`config.mk`:
```
export PLATFORM = sky130hd
export DESIGN_NAME = axi_lite_cmd_master
export DESIGN_NICKNAME = d
export VERILOG_FILES = /design/src/rtl/axi_lite_pkg.sv /design/src/rtl/axim_watchdog.sv /design/src/rtl/axi_lite_cmd_master.sv
export SDC_FILE = /design/constraint.sdc
export NUM_CORES = 1
export LEC_CHECK = 0
export ABC_AREA = 0
export CORE_ASPECT_RATIO = 0.7
export CORE_MARGIN = 4
export CORE_UTILIZATION = 37
export DETAILED_ROUTE_END_ITERATION = 10
export GPL_TIMING_DRIVEN = 0
export PLACE_DENSITY = 0.84
export SLEW_MARGIN = 20
export SYNTH_ARGS = -nofsm -noshare
export SYNTH_HDL_FRONTEND = slang
export SYNTH_HIERARCHICAL = 1
export SYNTH_SLANG_ARGS = --single-unit
```
`constraint.sdc`:
```
create_clock -name ACLK -period 1.4 [get_ports ACLK]
set_input_delay 0.21 -clock ACLK [delete_from_list [all_inputs] [get_ports ACLK]]
set_output_delay 0.21 -clock ACLK [all_outputs]
set_load 0.01 [all_outputs]
```
`src/rtl/axi_lite_pkg.sv`:
```
// axi_lite_pkg: shared state encoding, command record and watchdog default for axi_lite_cmd_master.
package axi_lite_pkg;
    localparam int AXIM_ADDR_W          = 4;
    localparam int AXIM_DATA_W          = 32;
    localparam int AXIM_TIMEOUT_DEFAULT = 16;
    typedef enum logic [2:0] {IDLE, WR_REQ, WR_RESP, RD_REQ, RD_DATA, RSP} axim_state_t;
    typedef struct packed {
        logic                     write;
        logic [AXIM_ADDR_W-1:0]   addr;
        logic [AXIM_DATA_W-1:0]   wdata;
        logic [AXIM_DATA_W/8-1:0] wstrb;
    } axim_cmd_t;
endpackage

```
`src/rtl/axim_watchdog.sv`:
```
// axim_watchdog: counts enabled cycles since the last clear and flags expiry on the LIMIT-th cycle.
module axim_watchdog #(
    parameter int LIMIT = 16
) (
    input  logic ACLK,
    input  logic ARESETn,
    input  logic clr,
    input  logic en,
    output logic expire
);
    localparam int W = $clog2(LIMIT + 1);
    logic [W-1:0] cnt_q, cnt_d;
    always_comb cnt_d = clr ? '0 : en ? cnt_q + 1'b1 : cnt_q;
    always_ff @(posedge ACLK) cnt_q <= !ARESETn ? '0 : cnt_d;
    assign expire = en && cnt_q == W'(LIMIT - 1);
endmodule

```
`src/rtl/axi_lite_cmd_master.sv`:
```
// axi_lite_cmd_master: valid/ready command stream to single AXI4-Lite transactions, one response each.
// Define AXIM_TIMEOUT_EN to add a watchdog that aborts a stalled transaction with rsp_err.
module axi_lite_cmd_master
    import axi_lite_pkg::*;
#(
    parameter int ADDR_WIDTH     = 4,
    parameter int DATA_WIDTH     = 32,
    parameter int TIMEOUT_CYCLES = AXIM_TIMEOUT_DEFAULT
) (
    input  logic                    ACLK,
    input  logic                    ARESETn,
    input  logic                    cmd_valid,
    output logic                    cmd_ready,
    input  logic                    cmd_write,
    input  logic [ADDR_WIDTH-1:0]   cmd_addr,
    input  logic [DATA_WIDTH-1:0]   cmd_wdata,
    input  logic [DATA_WIDTH/8-1:0] cmd_wstrb,
    output logic                    rsp_valid,
    input  logic                    rsp_ready,
    output logic                    rsp_is_write,
    output logic [DATA_WIDTH-1:0]   rsp_rdata,
    output logic                    rsp_err,
    output logic [ADDR_WIDTH-1:0]   AWADDR,
    output logic                    AWVALID,
    input  logic                    AWREADY,
    output logic [DATA_WIDTH-1:0]   WDATA,
    output logic [DATA_WIDTH/8-1:0] WSTRB,
    output logic                    WVALID,
    input  logic                    WREADY,
    input  logic                    BVALID,
    output logic                    BREADY,
    output logic [ADDR_WIDTH-1:0]   ARADDR,
    output logic                    ARVALID,
    input  logic                    ARREADY,
    input  logic [DATA_WIDTH-1:0]   RDATA,
    input  logic                    RVALID,
    output logic                    RREADY
);
    axim_state_t             state_q, state_d;
    logic                    cmd_ready_q, cmd_ready_d;
    logic                    rsp_valid_q, rsp_valid_d;
    logic                    rsp_is_write_q, rsp_is_write_d;
    logic [DATA_WIDTH-1:0]   rsp_rdata_q, rsp_rdata_d;
    logic                    rsp_err_q, rsp_err_d;
    logic                    awvalid_q, awvalid_d, wvalid_q, wvalid_d, bready_q, bready_d;
    logic                    arvalid_q, arvalid_d, rready_q, rready_d;
    logic [ADDR_WIDTH-1:0]   awaddr_q, awaddr_d, araddr_q, araddr_d;
    logic [DATA_WIDTH-1:0]   wdata_q, wdata_d;
    logic [DATA_WIDTH/8-1:0] wstrb_q, wstrb_d;
    logic                    wr_q, wr_d;
    logic                    timeout;
`ifdef AXIM_TIMEOUT_EN
    axim_watchdog #(.LIMIT(TIMEOUT_CYCLES)) u_watchdog (
        .ACLK    (ACLK),
        .ARESETn (ARESETn),
        .clr     (state_d != state_q),
        .en      (state_q inside {WR_REQ, WR_RESP, RD_REQ, RD_DATA}),
        .expire  (timeout)
    );
`else
    logic unused_timeout;
    assign timeout        = 1'b0;
    assign unused_timeout = wr_q ^ (TIMEOUT_CYCLES != 0);
`endif
    always_comb begin
        state_d        = state_q;
        cmd_ready_d    = 1'b0;
        rsp_valid_d    = rsp_valid_q;
        rsp_is_write_d = rsp_is_write_q;
        rsp_rdata_d    = rsp_rdata_q;
        rsp_err_d      = rsp_err_q;
        awvalid_d      = awvalid_q;
        wvalid_d       = wvalid_q;
        bready_d       = bready_q;
        arvalid_d      = arvalid_q;
        rready_d       = rready_q;
        awaddr_d       = awaddr_q;
        wdata_d        = wdata_q;
        wstrb_d        = wstrb_q;
        araddr_d       = araddr_q;
        wr_d           = wr_q;
        case (state_q)
            IDLE: begin
                cmd_ready_d = 1'b1;
                if (cmd_valid && cmd_ready_q) begin
                    cmd_ready_d = 1'b0;
                    wr_d        = cmd_write;
                    if (cmd_write) begin
                        awaddr_d  = cmd_addr;
                        wdata_d   = cmd_wdata;
                        wstrb_d   = cmd_wstrb;
                        awvalid_d = 1'b1;
                        wvalid_d  = 1'b1;
                        state_d   = WR_REQ;
                    end else begin
                        araddr_d  = cmd_addr;
                        arvalid_d = 1'b1;
                        state_d   = RD_REQ;
                    end
                end
            end
            WR_REQ: begin
                // address and data handshakes retire independently
                awvalid_d = awvalid_q && !AWREADY;
                wvalid_d  = wvalid_q && !WREADY;
                if (!awvalid_d && !wvalid_d) begin
                    bready_d = 1'b1;
                    state_d  = WR_RESP;
                end
            end
            WR_RESP: begin
                if (BVALID && bready_q) begin
                    bready_d       = 1'b0;
                    rsp_is_write_d = 1'b1;
                    rsp_rdata_d    = '0;
                    rsp_err_d      = 1'b0;
                    rsp_valid_d    = 1'b1;
                    state_d        = RSP;
                end
            end
            RD_REQ: begin
                if (ARREADY) begin
                    arvalid_d = 1'b0;
                    rready_d  = 1'b1;
                    state_d   = RD_DATA;
                end
            end
            RD_DATA: begin
                if (RVALID && rready_q) begin
                    rready_d       = 1'b0;
                    rsp_is_write_d = 1'b0;
                    rsp_rdata_d    = RDATA;
                    rsp_err_d      = 1'b0;
                    rsp_valid_d    = 1'b1;
                    state_d        = RSP;
                end
            end
            RSP: begin
                if (rsp_ready && rsp_valid_q) begin
                    rsp_valid_d = 1'b0;
                    state_d     = IDLE;
                end
            end
            default: state_d = IDLE;
        endcase
        if (timeout) begin
            awvalid_d      = 1'b0;
            wvalid_d       = 1'b0;
            bready_d       = 1'b0;
            arvalid_d      = 1'b0;
            rready_d       = 1'b0;
            rsp_err_d      = 1'b1;
            rsp_rdata_d    = '0;
            rsp_is_write_d = wr_q;
            rsp_valid_d    = 1'b1;
            state_d        = RSP;
        end
    end
    always_ff @(posedge ACLK) begin
        if (!ARESETn) begin
            state_q        <= IDLE;
            cmd_ready_q    <= 1'b0;
            rsp_valid_q    <= 1'b0;
            rsp_is_write_q <= 1'b0;
            rsp_rdata_q    <= '0;
            rsp_err_q      <= 1'b0;
            awvalid_q      <= 1'b0;
            wvalid_q       <= 1'b0;
            bready_q       <= 1'b0;
            arvalid_q      <= 1'b0;
            rready_q       <= 1'b0;
            awaddr_q       <= '0;
            wdata_q        <= '0;
            wstrb_q        <= '0;
            araddr_q       <= '0;
            wr_q           <= 1'b0;
        end else begin
            state_q        <= state_d;
            cmd_ready_q    <= cmd_ready_d;
            rsp_valid_q    <= rsp_valid_d;
            rsp_is_write_q <= rsp_is_write_d;
            rsp_rdata_q    <= rsp_rdata_d;
            rsp_err_q      <= rsp_err_d;
            awvalid_q      <= awvalid_d;
            wvalid_q       <= wvalid_d;
            bready_q       <= bready_d;
            arvalid_q      <= arvalid_d;
            rready_q       <= rready_d;
            awaddr_q       <= awaddr_d;
            wdata_q        <= wdata_d;
            wstrb_q        <= wstrb_d;
            araddr_q       <= araddr_d;
            wr_q           <= wr_d;
        end
    end
    assign cmd_ready    = cmd_ready_q;
    assign rsp_valid    = rsp_valid_q;
    assign rsp_is_write = rsp_is_write_q;
    assign rsp_rdata    = rsp_rdata_q;
    assign rsp_err      = rsp_err_q;
    assign AWADDR       = awaddr_q;
    assign AWVALID      = awvalid_q;
    assign WDATA        = wdata_q;
    assign WSTRB        = wstrb_q;
    assign WVALID       = wvalid_q;
    assign BREADY       = bready_q;
    assign ARADDR       = araddr_q;
    assign ARVALID      = arvalid_q;
    assign RREADY       = rready_q;
endmodule

```
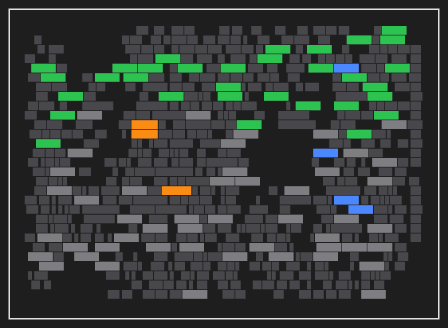
Fig. 1. Sequential cells grouped by signal name.
Other sequential cells in the stronger gray, the rest of the logic in the fainter gray.
green -> `rsp_rdata`  # placed flops 32, where a band across the top
blue -> `ARADDR`  # placed flops 4, where east
orange -> `state_q`  # placed flops 3
not colored = 48

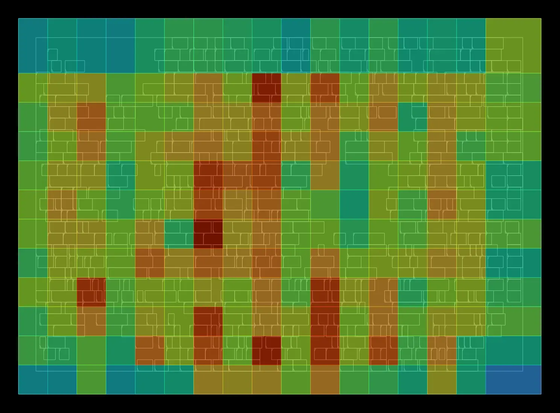
Fig. 2. Congestion heat map.
Finished Core Util: 68.7%
met2 usage: 34.1%
global route hottest layer: met2
WL/cell: 16.5 um

==> metrics.cfg <==
[final_layout]
clock_buffers=9
fin_nets=649
comb_cells=247
area_delta_synth_final_pct=80.4
regArea_sq_mm=0.00175
final_area_sq_mm=0.00623
inverters=2
buffers=220
diodes=0
seq_share_pct=28.1
nFlopsAndLatches=87
layout.nonclk_buf_share_pct=33.6
fin_cells=696
comb_share_pct=30.2
clk_share_pct=5.54
lay_top_cells=dfxtp_1 (84), dlygate4sd2_1 (84), clkdlybuf4s50_1 (80), nand2_1 (71), nor2b_1 (41)
largestClassByArea=buffers
drive_gt1_share_pct=25.0
logic_area_sq_mm=0.00188

[timing]
skew_ps=4.50
tns_ps=-6010
rsz0062_at_grt=yes
post-route-period-util_pct=111
finalHoldViolCount=0
setup_violations=82
finalMaxSlewViolations=0
layout_setup_ws_ps=-160
fin_crit_ps=1560
max_freq_mhz=641
hold_slack_ps=419

[status]
failed_checks=setup timing
status=complete, but fails checks

[min_path]
min_to=WDATA[20]$_SDFFE_PN0P_
hold_path_startpoint=cmd_wdata[20]
hold_depth=3

[power]
switchingPower_uw=2210
comb_cell_power_uw=2260
power.total_uw=7830
p_leak_uw=0.00265
p_clk_share_pct=35.1
power_density_mw_per_mm2=1260
power.group.top=sequential cells
p_int_uw=5620
vdd_drop_max_mv=0.906
pwr-share-comb_pct=28.8
p_sw_share_pct=28.2
clock_power_uw=2750
seq_cell_power_uw=2830
seq_power_share_pct=36.1

[critical_path]
crit_path_max_fanout=3
crit_buf_inv=2
slowest_stage=dfxtp_4
crit_start=state_q[2]$_SDFFE_PN0P_
crit_type=flip-flop to flip-flop
r2r_start=state_q[2]$_SDFFE_PN0P_
r2r_end=state_q[1]$_SDFFE_PN0P_
critical_path_cell_count=6
cp.required_ps=1620
start_kind=flip-flop
reg2reg_depth=6
crit_path_end_kind=flip-flop
cp.arrival_ps=1780
cpPeakStageDelay_ps=380
cp-endpoint=state_q[1]$_SDFFE_PN0P_
reg2reg_slack_ps=-160
crit_family=simple AND/OR/NAND/NOR gates

[place]
dpl_cell_area_sq_mm=0.00525
port_buffers=164
place_inst=655
dp_worst_setup_slack_ps=-375
gp_congestion=0.747
hpwl_mm=7.82

[detailed_routing]
drc=0
wirelength_mm=11.5
wl_met3_um=831
via_count=3439
m1WireLength_mm=4.90
firstDrtPassIters=4
wl_met2_mm=5.68
routed.top_layer=met4
drt_iter0_drc=118

[logic_synthesis]
largest_area_cell=dfxtp_1
syn_inst=367
ys_cells=367
top_cells_by_count=nand2_1 (91), dfxtp_1 (87), nor2b_1 (43)
mux_area_share_pct=1.74
top_logic_kind=simple AND/OR/NAND/NOR gates
yosys.area_share.aoi_pct=19.8
ys_types=34
synth.most_common_cell=nand2_1
yosysSeqAreaShare_pct=50.4
syn_area_sq_mm=0.00345
flop_cell=dfxtp_1
ys_sh_adder_pct=0
yosysWarnings=6
enable_flop_cells=0
ys_area_sq_mm=0.00345
ys_seq_elements=87
ys_async_sr_fraction_pct=0
top_area_share_pct=50.4
simple_gate_area_share_pct=21.8
topCellsByArea=dfxtp_1 (50%), nand2_1 (9.9%), a21boi_1 (8.9%)
fp_nets=449
avgSynthCellArea_sq_um=9.41

[run]
maxCapViolations=0
warning_count=28

[clock_network]
clk_pin_slew_ps=60
clk_latency_ps=330
root_buffer=clkbuf_16
cts_buffers=9
cts_tree=done
cts.sinks=87
htreeDepth=3
cts.hold.buffers_added=0
postCtsSetupBuffers=9
cts_resized=137
cts.path.max_buffers=2

[grt]
grt_pass1_vias=3458
gr-total-overflow=0
grt_max_degree=16
grt_usage_pct=19.7
grtUsageMet1_pct=23.8
grt_pass1_wl_mm=16.8
antenna_found_initial=0
met3_usage_pct=6.71

[die]
coreArea_sq_mm=0.00907
chipArea_sq_mm=0.0110
row_count=29
die_y_um=88.8
boundaryPins=167
nWellTaps=124
die_w_um=123

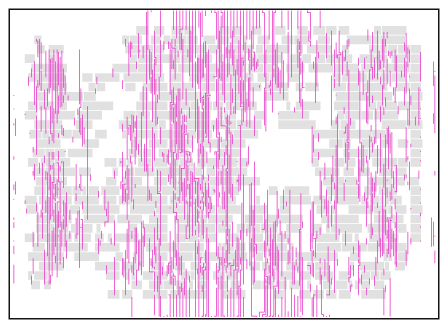
Fig. 3. Signal wires on met2.
Cells faint in the background.
wire length on this layer = 5680 um
main direction = vertical
longest straight run = 32.6 um
nets with wire on the layer = 587
share of all routed wire = 49%

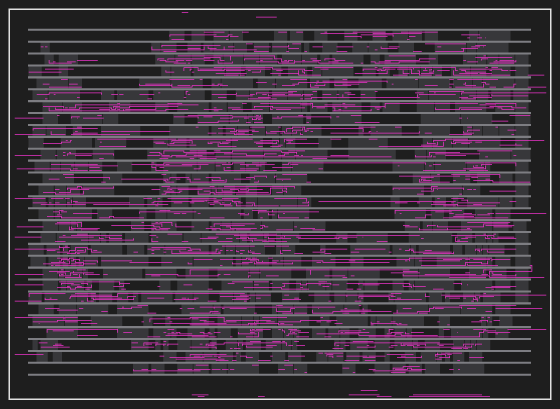
Fig. 4. Metal 1.
Supply wires on this layer in gray. Cells faint in the background.
main direction = horizontal
longest straight run = 50.1 um
share of all routed wire = 43%

Power figures rest on the tool's default switching activity, not on a simulated workload.
